`src/rtl/morse_digit_writer_if.sv`:
```
// Morse key input and six-digit display buffer bundle between the key front end and the display.
interface morse_digit_writer_if;
  logic       key;
  logic [3:0] digit0;
  logic [3:0] digit1;
  logic [3:0] digit2;
  logic [3:0] digit3;
  logic [3:0] digit4;
  logic [3:0] digit5;
  logic       digit_valid;
  logic [2:0] elem_count;
  logic       key_db;

  modport master (
    output key,
    input  digit0, digit1, digit2, digit3, digit4, digit5,
    input  digit_valid, elem_count, key_db
  );

  modport slave (
    input  key,
    output digit0, digit1, digit2, digit3, digit4, digit5,
    output digit_valid, elem_count, key_db
  );
endinterface

```
`src/rtl/morse_digit_writer.sv`:
```
// Debounces a Morse key, classifies presses as dots/dashes and decodes five-element digits
// into a six-digit shift buffer; digit_valid fires GAP_CYCLES+1 cycles after the final release.
module morse_digit_writer #(
  parameter logic [15:0] DEBOUNCE_CYCLES = 16'd50000,
  parameter logic [23:0] DOT_MAX_CYCLES  = 24'd10000000,
  parameter logic [23:0] GAP_CYCLES      = 24'd20000000
) (
  input  logic               clk,
  input  logic               rst,
  morse_digit_writer_if.slave bus
);
  typedef enum logic [1:0] {IDLE, PRESS, GAP} state_t;

  state_t      state_q;
  logic        sync1_q, sync2_q, key_db_q;
  logic [15:0] db_cnt_q, db_cnt_d;
  logic [23:0] press_cnt_q, gap_cnt_q, gap_cnt_d;
  logic [4:0]  pattern_q;
  logic [2:0]  elem_cnt_q;
  logic [3:0]  digit_q [6];
  logic        digit_valid_q;
  logic        elem_bit;
  logic [3:0]  decoded_d;

  assign db_cnt_d  = db_cnt_q + 16'd1;
  assign gap_cnt_d = gap_cnt_q + 24'd1;
  assign elem_bit  = (press_cnt_q > DOT_MAX_CYCLES);

  always_ff @(posedge clk or posedge rst) begin
    if (rst) begin
      sync1_q  <= 1'b0;
      sync2_q  <= 1'b0;
      key_db_q <= 1'b0;
      db_cnt_q <= '0;
    end else begin
      sync1_q <= bus.key;
      sync2_q <= sync1_q;
      if (sync2_q == key_db_q) begin
        db_cnt_q <= '0;
      end else if (db_cnt_d >= DEBOUNCE_CYCLES) begin
        key_db_q <= sync2_q;
        db_cnt_q <= '0;
      end else begin
        db_cnt_q <= db_cnt_d;
      end
    end
  end

  // Pattern holds elements oldest-at-bit-4; only full five-element digits decode.
  always_comb begin
    decoded_d = 4'hE;
    if (elem_cnt_q == 3'd5) begin
      case (pattern_q)
        5'b01111: decoded_d = 4'd1;
        5'b00111: decoded_d = 4'd2;
        5'b00011: decoded_d = 4'd3;
        5'b00001: decoded_d = 4'd4;
        5'b00000: decoded_d = 4'd5;
        5'b10000: decoded_d = 4'd6;
        5'b11000: decoded_d = 4'd7;
        5'b11100: decoded_d = 4'd8;
        5'b11110: decoded_d = 4'd9;
        5'b11111: decoded_d = 4'd0;
        default:  decoded_d = 4'hE;
      endcase
    end
  end

  always_ff @(posedge clk or posedge rst) begin
    if (rst) begin
      state_q       <= IDLE;
      press_cnt_q   <= '0;
      gap_cnt_q     <= '0;
      pattern_q     <= '0;
      elem_cnt_q    <= '0;
      digit_valid_q <= 1'b0;
      for (int i = 0; i < 6; i++) digit_q[i] <= 4'hF;
    end else begin
      digit_valid_q <= 1'b0;
      case (state_q)
        IDLE: begin
          if (key_db_q) begin
            state_q     <= PRESS;
            press_cnt_q <= 24'd1;
          end
        end
        PRESS: begin
          // press_cnt_q equals the number of debounced-high cycles seen so far
          if (key_db_q) begin
            if (press_cnt_q != {24{1'b1}}) press_cnt_q <= press_cnt_q + 24'd1;
          end else begin
            state_q   <= GAP;
            gap_cnt_q <= '0;
            if (elem_cnt_q < 3'd5) begin
              pattern_q  <= {pattern_q[3:0], elem_bit};
              elem_cnt_q <= elem_cnt_q + 3'd1;
            end else begin
              elem_cnt_q <= 3'd6;
            end
          end
        end
        GAP: begin
          if (key_db_q) begin
            state_q     <= PRESS;
            press_cnt_q <= 24'd1;
          end else if (gap_cnt_d >= GAP_CYCLES) begin
            state_q       <= IDLE;
            gap_cnt_q     <= '0;
            digit_valid_q <= 1'b1;
            pattern_q     <= '0;
            elem_cnt_q    <= '0;
            for (int i = 5; i > 0; i--) digit_q[i] <= digit_q[i-1];
            digit_q[0]    <= decoded_d;
          end else begin
            gap_cnt_q <= gap_cnt_d;
          end
        end
        default: state_q <= IDLE;
      endcase
    end
  end

  assign bus.digit0      = digit_q[0];
  assign bus.digit1      = digit_q[1];
  assign bus.digit2      = digit_q[2];
  assign bus.digit3      = digit_q[3];
  assign bus.digit4      = digit_q[4];
  assign bus.digit5      = digit_q[5];
  assign bus.digit_valid = digit_valid_q;
  assign bus.elem_count  = elem_cnt_q;
  assign bus.key_db      = key_db_q;
endmodule
```
`src/flat_wrapper.sv`:
```
// flat-port wrapper written by rule: the top's interface ports become plain ports
module morse_digit_writer_flat 
#(
  parameter logic [15:0] DEBOUNCE_CYCLES = 16'd50000,
  parameter logic [23:0] DOT_MAX_CYCLES  = 24'd10000000,
  parameter logic [23:0] GAP_CYCLES      = 24'd20000000
)
  (clk, rst, bus_key, bus_digit0, bus_digit1, bus_digit2, bus_digit3, bus_digit4, bus_digit5, bus_digit_valid, bus_elem_count, bus_key_db);
  morse_digit_writer_if bus_i ();
  input  logic clk;
  input  logic rst;
  input wire logic [$bits(bus_i.key)-1:0] bus_key;
  output wire logic [$bits(bus_i.digit0)-1:0] bus_digit0;
  output wire logic [$bits(bus_i.digit1)-1:0] bus_digit1;
  output wire logic [$bits(bus_i.digit2)-1:0] bus_digit2;
  output wire logic [$bits(bus_i.digit3)-1:0] bus_digit3;
  output wire logic [$bits(bus_i.digit4)-1:0] bus_digit4;
  output wire logic [$bits(bus_i.digit5)-1:0] bus_digit5;
  output wire logic [$bits(bus_i.digit_valid)-1:0] bus_digit_valid;
  output wire logic [$bits(bus_i.elem_count)-1:0] bus_elem_count;
  output wire logic [$bits(bus_i.key_db)-1:0] bus_key_db;
  assign bus_i.key = bus_key;
  assign bus_digit0 = bus_i.digit0;
  assign bus_digit1 = bus_i.digit1;
  assign bus_digit2 = bus_i.digit2;
  assign bus_digit3 = bus_i.digit3;
  assign bus_digit4 = bus_i.digit4;
  assign bus_digit5 = bus_i.digit5;
  assign bus_digit_valid = bus_i.digit_valid;
  assign bus_elem_count = bus_i.elem_count;
  assign bus_key_db = bus_i.key_db;
  morse_digit_writer #(.DEBOUNCE_CYCLES(DEBOUNCE_CYCLES), .DOT_MAX_CYCLES(DOT_MAX_CYCLES), .GAP_CYCLES(GAP_CYCLES)) u_core (.clk(clk), .rst(rst), .bus(bus_i));
endmodule
```
`config.mk`:
```
export PLATFORM = sky130hd
export DESIGN_NAME = morse_digit_writer_flat
export DESIGN_NICKNAME = d
export VERILOG_FILES = /design/src/rtl/morse_digit_writer_if.sv /design/src/rtl/morse_digit_writer.sv /design/src/flat_wrapper.sv
export SDC_FILE = /design/constraint.sdc
export NUM_CORES = 1
export LEC_CHECK = 0
export CELL_PAD_IN_SITES_DETAIL_PLACEMENT = 0
export CELL_PAD_IN_SITES_GLOBAL_PLACEMENT = 1
export CORE_MARGIN = 2
export CORE_UTILIZATION = 45
export DETAILED_ROUTE_END_ITERATION = 8
export GPL_TIMING_DRIVEN = 0
export PLACE_DENSITY = 0.79
export SLEW_MARGIN = 20
export SYNTH_ARGS = -nofsm -noshare
export SYNTH_HDL_FRONTEND = slang
export SYNTH_SLANG_ARGS = --single-unit
```
`constraint.sdc`:
```
create_clock -name clk -period 7.96 [get_ports clk]
set_input_delay 0.796 -clock clk [delete_from_list [all_inputs] [get_ports clk]]
set_output_delay 0.796 -clock clk [all_outputs]
set_load 0.01 [all_outputs]
```
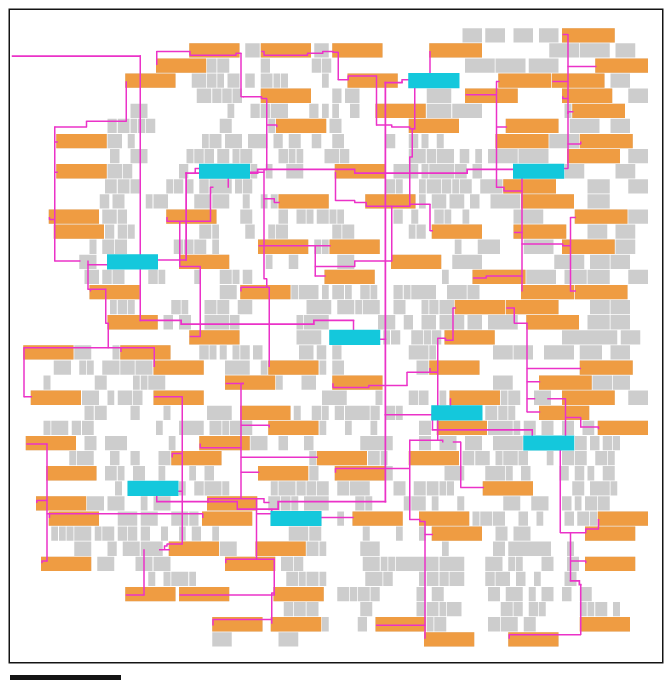
(clock distribution)
Bar = 20 um.
cyan -> cells driving clock nets  # count 9
magenta -> clock wires  # length 1440 um
orange -> flip-flops  # count 102
flops lie = spread over the die

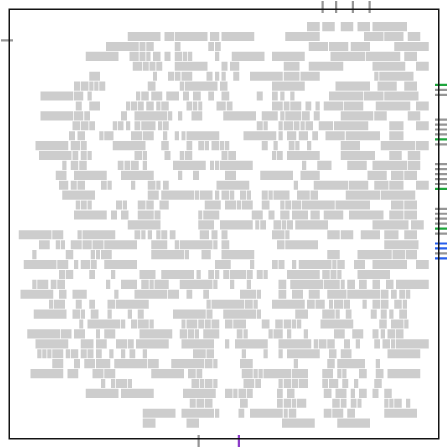
(I/O pins on the die edge)
Pins as bars across the die edge, other pins in gray.
green -> `bus_digit4`  # pins 4, direction output, edge east
blue -> `bus_elem_count`  # pins 3, direction output, edge east
purple -> `bus_key`  # pins 1, direction input, edge south
all pins by edge = 25 east, 4 north, 2 south, 1 west

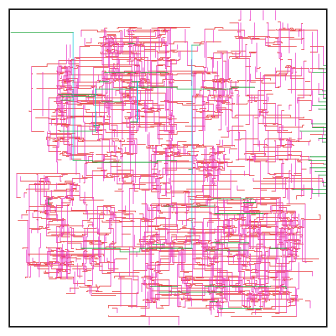
(metal layers overlaid)
magenta -> met2  # wire length 5960 um
cyan -> met4  # wire length 154 um
red -> met1  # wire length 6390 um
green -> met3  # wire length 520 um

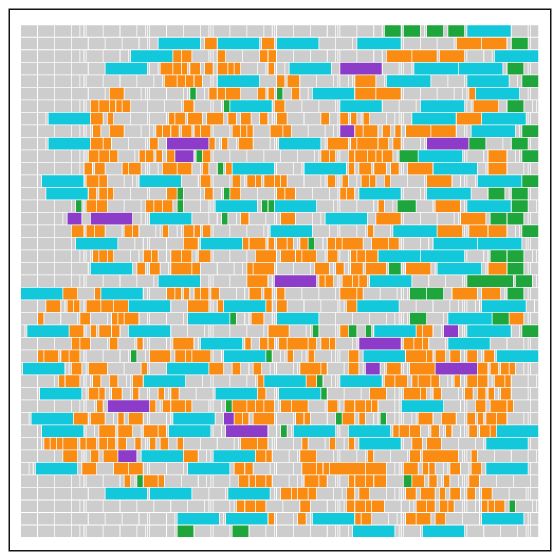
(placement by cell class)
Fill, decap, tap and diode cells in gray.
green -> other buffers and delay cells  # cells 63, share of their area 7.4%
purple -> clock drivers and dummy loads  # cells 16, share of their area 4.5%
orange -> all other logic  # cells 482, share of their area 48%
cyan -> flip-flops  # cells 102, share of their area 40%

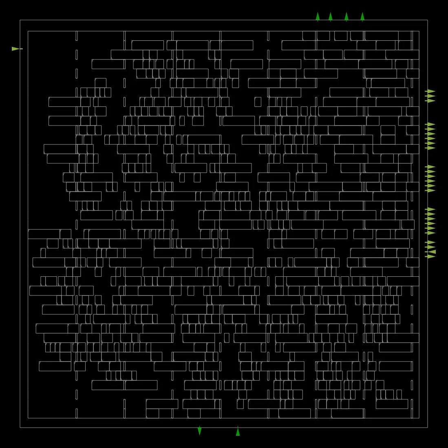
(placed standard cells)
Tapcells: 172
filler-free cell count of the finished design: 835
core area: 12600 um^2
seq_cells: 102

==> metrics.cfg <==
[setup_path]
crit_family=simple AND/OR/NAND/NOR gates
cp-end-kind=flop
setup.worst_path.start=u_core.gap_cnt_q[0]$_DFFE_PP0P_
reg2reg_to=u_core.gap_cnt_q[15]$_DFFE_PP0P_
crit_slowest_cell=or4_1
r2r_slack_ps=4090
worstPathRequired_ps=8240
r2r_start=u_core.gap_cnt_q[0]$_DFFE_PP0P_
critPathCapture=u_core.gap_cnt_q[15]$_DFFE_PP0P_
criticalPathCategory=reg -> reg
start_kind=flop
cp.arrival_ps=4150
cpPeakStageDelay_ps=540
crit_cells=12

[global_route]
antenna_found_initial=0
grt_max_degree=53
top_usage_layer=met2
grt_pass1_wl_mm=22.4
overflow=0
track_usage_pct=19.7
grt_use_met1_pct=26.6

[sta]
fmax_mhz=258
grt_setup_unrepaired=false
whs_ps=365
setup_violations=0
tightest_slew_ps=903
finalCriticalPeriod_ps=3870
relSlewSlack_pct=39.2
skew_ps=6.22
drv_slew=0
finalHoldViolCount=0

[pwr]
top_power_group=registers
clkPwrFrac_pct=45.1
powerDensity_nw_per_um2=148
total_power_uw=982
p_comb_uw=16.7
power_frac_comb_pct=1.7
pg_clk_uw=443
power.leakage_nw=2.68
switchingPower_uw=237

[final_layout]
fin_area_um2=6640
dominant-cell-class=multi-input combinational cells
logic_gates=449
comb-cell-share_pct=44.4
drive_above_1_share_pct=13.1
nNonClkBuffers=63
area_growth_pct=14.6
nClkBuffers=9
reg_top3=u_core.gap_cnt_q (24), u_core.press_cnt_q (24), u_core.db_cnt_q (16)
antenna_cells=0
multiInputGateArea_um2=2950
final_util_pct=52.8
fillers=1160
inv_count=33
final-clk-cell-share_pct=4.35

[synth]
syn_avg_cell_area_um2=9.42
synthFlopType=dfrtp_1
xor_share_pct=2.87
async_flop_share_pct=100
synth_area_um2=5790
synthSimpleGateAreaFrac_pct=20.6
logic_family=simple AND/OR/NAND/NOR gates
edf_count=0
ys_cells=615
synth_top_area_share_pct=33.7
synthAoiAreaFrac_pct=16.7
top_cells_by_count=dfrtp_1, nand2_1, nor2_1, o21ai_0, nand3_1
fp_nets=634
area_leaders=dfrtp_1, dfstp_2, mux2_4
yosys_warnings=0
synth-adder-area-share_pct=3.46
synth_top_cell_by_area=dfrtp_1

[route]
vias=4736
drtAntennaViolNets=0
met1_length_mm=6.39
drc_errors=0
drt_iter0_drc=300
wire_per_inst_um=15.6
routed.top_layer=met4
vias_per_cell=5.67

[clock_network]
cts_buffers=9
clk_pin_slew_worst_paths_ps=80
clock-root-buffer=clkbuf_16
post-cts-setup-buffers=0
cts.htree.levels=3
cts.path.max_buffers=2
cts_tree=yes
post_cts_resize_count=0
clk_latency_ps=360

[floorplan]
die_area_um2=13800
io_pins=32

[run_status]
status=finished clean

[hold_path]
min_path_cells=0
hold_path_class=reg -> reg
min_from=u_core.sync1_q$_DFF_PP0_

[place]
post-place-ws_ps=4110
dpl.cell_count=819
placed_area_um2=6350

[job]
warning_count=38

